`src/rtl/store_buffer.sv`:
```
// In-order store buffer between the MEM stage and byte-enabled data memory.
// Drains one entry per granted cycle and stalls loads that hit a pending store word.
module store_buffer #(
  parameter int DEPTH = 4,
  parameter int PTR_W = 2
) (
  input  logic             clk,
  input  logic             reset,
  input  logic             st_valid,
  input  logic [31:0]      st_addr,
  input  logic [31:0]      st_wd,
  input  logic [3:0]       st_be,
  input  logic [31:0]      st_pc,
  output logic             st_ready,
  input  logic             ld_valid,
  input  logic [31:0]      ld_addr,
  output logic             ld_stall,
  input  logic             mem_ready,
  output logic             mem_we,
  output logic [3:0]       mem_be,
  output logic [31:0]      mem_addr,
  output logic [31:0]      mem_wd,
  output logic [31:0]      mem_pc,
  output logic [PTR_W:0]   count,
  output logic             empty
);

  localparam logic [PTR_W:0] FULL_COUNT = (PTR_W + 1)'(DEPTH);

  logic [31:0]      addr_q  [DEPTH];
  logic [31:0]      wd_q    [DEPTH];
  logic [3:0]       be_q    [DEPTH];
  logic [31:0]      pc_q    [DEPTH];
  logic [DEPTH-1:0] valid_q;
  logic [PTR_W-1:0] head;
  logic [PTR_W-1:0] tail;
  logic             push;
  logic             pop;
  logic             hit;

  assign empty    = (count == '0);
  assign st_ready = (count != FULL_COUNT);
  assign push     = st_valid && st_ready && (st_be != 4'b0000);
  // Reset suppresses the write strobe so discarded stores never reach memory.
  assign mem_we   = !empty && mem_ready && !reset;
  assign pop      = mem_we;

  assign mem_be   = empty ? 4'b0000 : be_q[head];
  assign mem_addr = empty ? 32'h0   : addr_q[head];
  assign mem_wd   = empty ? 32'h0   : wd_q[head];
  assign mem_pc   = empty ? 32'h0   : pc_q[head];

  // Word-granular hazard check; the incoming store counts even if not accepted.
  always_comb begin
    hit = st_valid && (st_addr[31:2] == ld_addr[31:2]);
    for (int i = 0; i < DEPTH; i++) begin
      if (valid_q[i] && (addr_q[i][31:2] == ld_addr[31:2])) begin
        hit = 1'b1;
      end
    end
  end

  assign ld_stall = ld_valid && hit;

  always_ff @(posedge clk) begin
    if (reset) begin
      count   <= '0;
      head    <= '0;
      tail    <= '0;
      valid_q <= '0;
    end else begin
      if (pop) begin
        valid_q[head] <= 1'b0;
        head          <= head + 1'b1;
      end
      if (push) begin
        addr_q[tail]  <= st_addr;
        wd_q[tail]    <= st_wd;
        be_q[tail]    <= st_be;
        pc_q[tail]    <= st_pc;
        valid_q[tail] <= 1'b1;
        tail          <= tail + 1'b1;
      end
      count <= count + (PTR_W + 1)'(push) - (PTR_W + 1)'(pop);
    end
  end

endmodule

```
`config.mk`:
```
export PLATFORM = sky130hd
export DESIGN_NAME = store_buffer
export DESIGN_NICKNAME = d
export VERILOG_FILES = /design/src/rtl/store_buffer.sv
export SDC_FILE = /design/constraint.sdc
export NUM_CORES = 1
export LEC_CHECK = 0
export CAP_MARGIN = 20
export CELL_PAD_IN_SITES_DETAIL_PLACEMENT = 1
export CELL_PAD_IN_SITES_GLOBAL_PLACEMENT = 1
export CORE_UTILIZATION = 35
export CTS_BUF_LIST = sky130_fd_sc_hd__clkbuf_4 sky130_fd_sc_hd__clkbuf_8
export DETAILED_ROUTE_END_ITERATION = 10
export DONT_BUFFER_PORTS = 1
export HOLD_SLACK_MARGIN = 0.05
export PLACE_DENSITY = 0.57
export SLEW_MARGIN = 25
export SYNTH_ARGS = -nofsm -noshare
export SYNTH_HDL_FRONTEND = slang
export SYNTH_SLANG_ARGS = --single-unit
```
`constraint.sdc`:
```
create_clock -name clk -period 9.15 [get_ports clk]
set_input_delay 1.83 -clock clk [delete_from_list [all_inputs] [get_ports clk]]
set_output_delay 1.83 -clock clk [all_outputs]
set_load 0.01 [all_outputs]
```
**Routing congestion map**

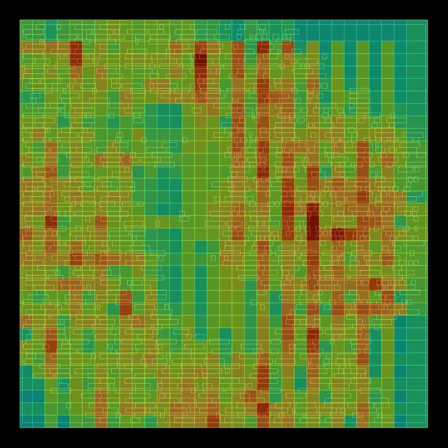
met1 usage: 21.0%
wire per inst: 26.5 um
met3 Use GR: 8.31%
busiest metal layer after global routing: met2

**Met1 routing**

Supply wires on this layer in gray.
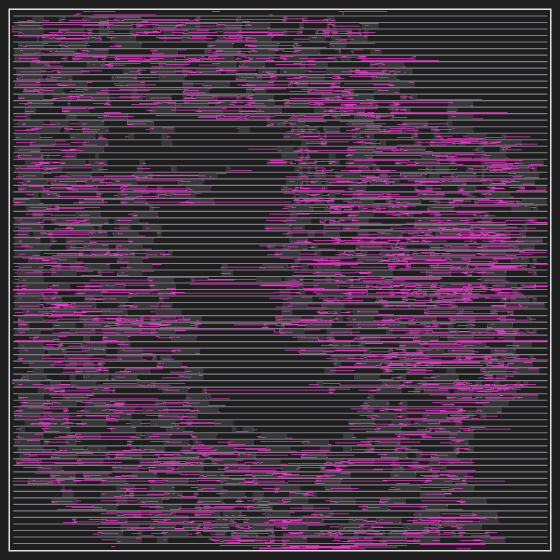
nets with wire on the layer: 1052
wire length on this layer: 17700 um
longest straight run: 66.2 um
share of all routed wire: 40%
main direction: horizontal

==> results.py <==
# Synthesis and PnR figures
metrics = {
    "power_and_ir_drop": {
        "top_power_group": "registers",
        "switching_power_w": 0.00163,
        "ir_drop_mv": 0.143,
        "comb_power_w": 0.00128,
        "swShare_pct": 30.6,
        "p_clk_share_pct": 33.0,
        "seq-power_w": 0.00229,
        "total_power_w": 0.00532,
        "seq_power_share_pct": 43.0,
    },
    "run": {
        "max_cap_violations": 0,
        "warning_count": 34,
    },
    "route": {
        "drtIter0Drc": 508,
        "ant_nets": 0,
        "route.met2.wl_um": 21500,
        "via_count": 8372,
        "wl_um": 44600,
    },
    "yosys": {
        "synth_cell_types": 27,
        "ys_cells": 940,
        "yosys_area_um2": 17500,
        "syn_nets": 1088,
        "synth.cells.most_frequent": "400 x edfxtp_1, 121 x xnor2_1, 104 x nor2b_1",
        "synthCells": 940,
        "mux_area_share_pct": 12.9,
        "logic_family": "multiplexers",
        "ys_sh_xor_pct": 7.71,
        "ys_sh_simple_pct": 6.14,
        "edf_count": 400,
        "ff_type": "edfxtp_1",
        "netlist.area_leader.share_pct": 68.7,
        "asyncSetResetFlopFracSynth_pct": 0,
        "avgSynthCellArea_um2": 18.6,
    },
    "global_route": {
        "antenna_found_initial": 0,
        "grt_pass1_vias": 9225,
        "grt_first_pass_wirelength_um": 64000,
        "grt_max_degree": 63,
    },
    "timing": {
        "fin_worst_skew_ns": 0.0218,
        "holdWs_ns": 0.528,
        "slew_headroom_pct": 37.8,
        "finalClockPeriodUsage_pct": 57.1,
        "setup_slack_ns": 3.93,
        "period_minus_slack_ns": 5.22,
        "hold_viol": 0,
    },
    "clock_network": {
        "cts_buffers": 76,
        "cts_resized": 0,
        "cts_tree": "built",
        "cts_sinks": 413,
        "cts_root_buffer": "clkbuf_8",
    },
    "floorplan": {
        "fp_util_pct": 35.6,
        "taps": 664,
        "dieArea_um2": 50900,
        "die_w_um": 226,
    },
    "place": {
        "preCtsSetupSlack_ns": 3.96,
        "io_buffers": 0,
        "dp.cells": 1549,
        "placed_cell_area_um2": 18200,
        "hpwl_um": 28800,
    },
    "setup_path": {
        "crit_fanout": 5,
        "cp_top_family": "simple AND/OR/NAND/NOR gates",
        "startpoint": "ld_addr[17]",
        "crit_cells": 5,
        "reg2reg_slack_ns": 5.64,
        "worstRegToRegCells": 7,
        "endpoint": "ld_stall",
    },
    "layout": {
        "buffers": 13,
        "n_all_inverters": 9,
        "layout.nets": 1113,
        "final_cell_mix": "400 x edfxtp_1, 121 x xnor2_1, 104 x nor2b_1",
        "logic_area_um2": 4900,
        "clock_buffers": 106,
        "buffer_area_share_pct": 0.882,
        "layout.cells.most_common": "edfxtp_1",
        "biggestCellCategory": "registers",
        "reg_top3": "addr_q: 128 flops, pc_q: 128 flops, wd_q: 128 flops",
        "design.seq.count": 413,
    },
    "min_path": {
        "min_from": "tail[1]$_SDFFE_PP0N_",
    },
    "status": {
        "status": "finished, final reports clean",
    },
}
**Where the registers sit**

Other sequential cells in the stronger gray, the rest of the logic in the fainter gray.
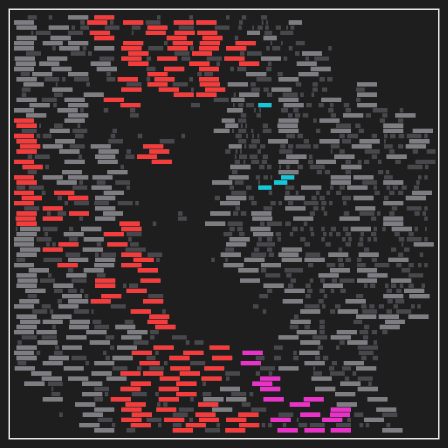
legend:
  red:
    netlist_name: wd_q
    placed_flops: 128
  cyan:
    netlist_name: valid_q
    placed_flops: 4
    where: middle
  magenta:
    netlist_name: be_q
    placed_flops: 16

**Port wiring**

Scale bar: 50 um.
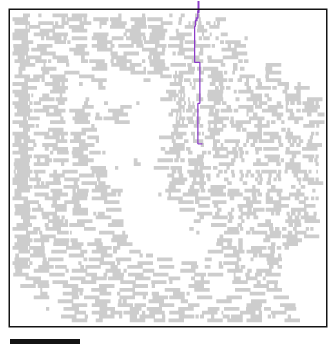
legend:
  purple:
    port: st_ready
    bits: 1
    direction: output
    end_cells: 1
    buffers: 0
    wire: 104 um

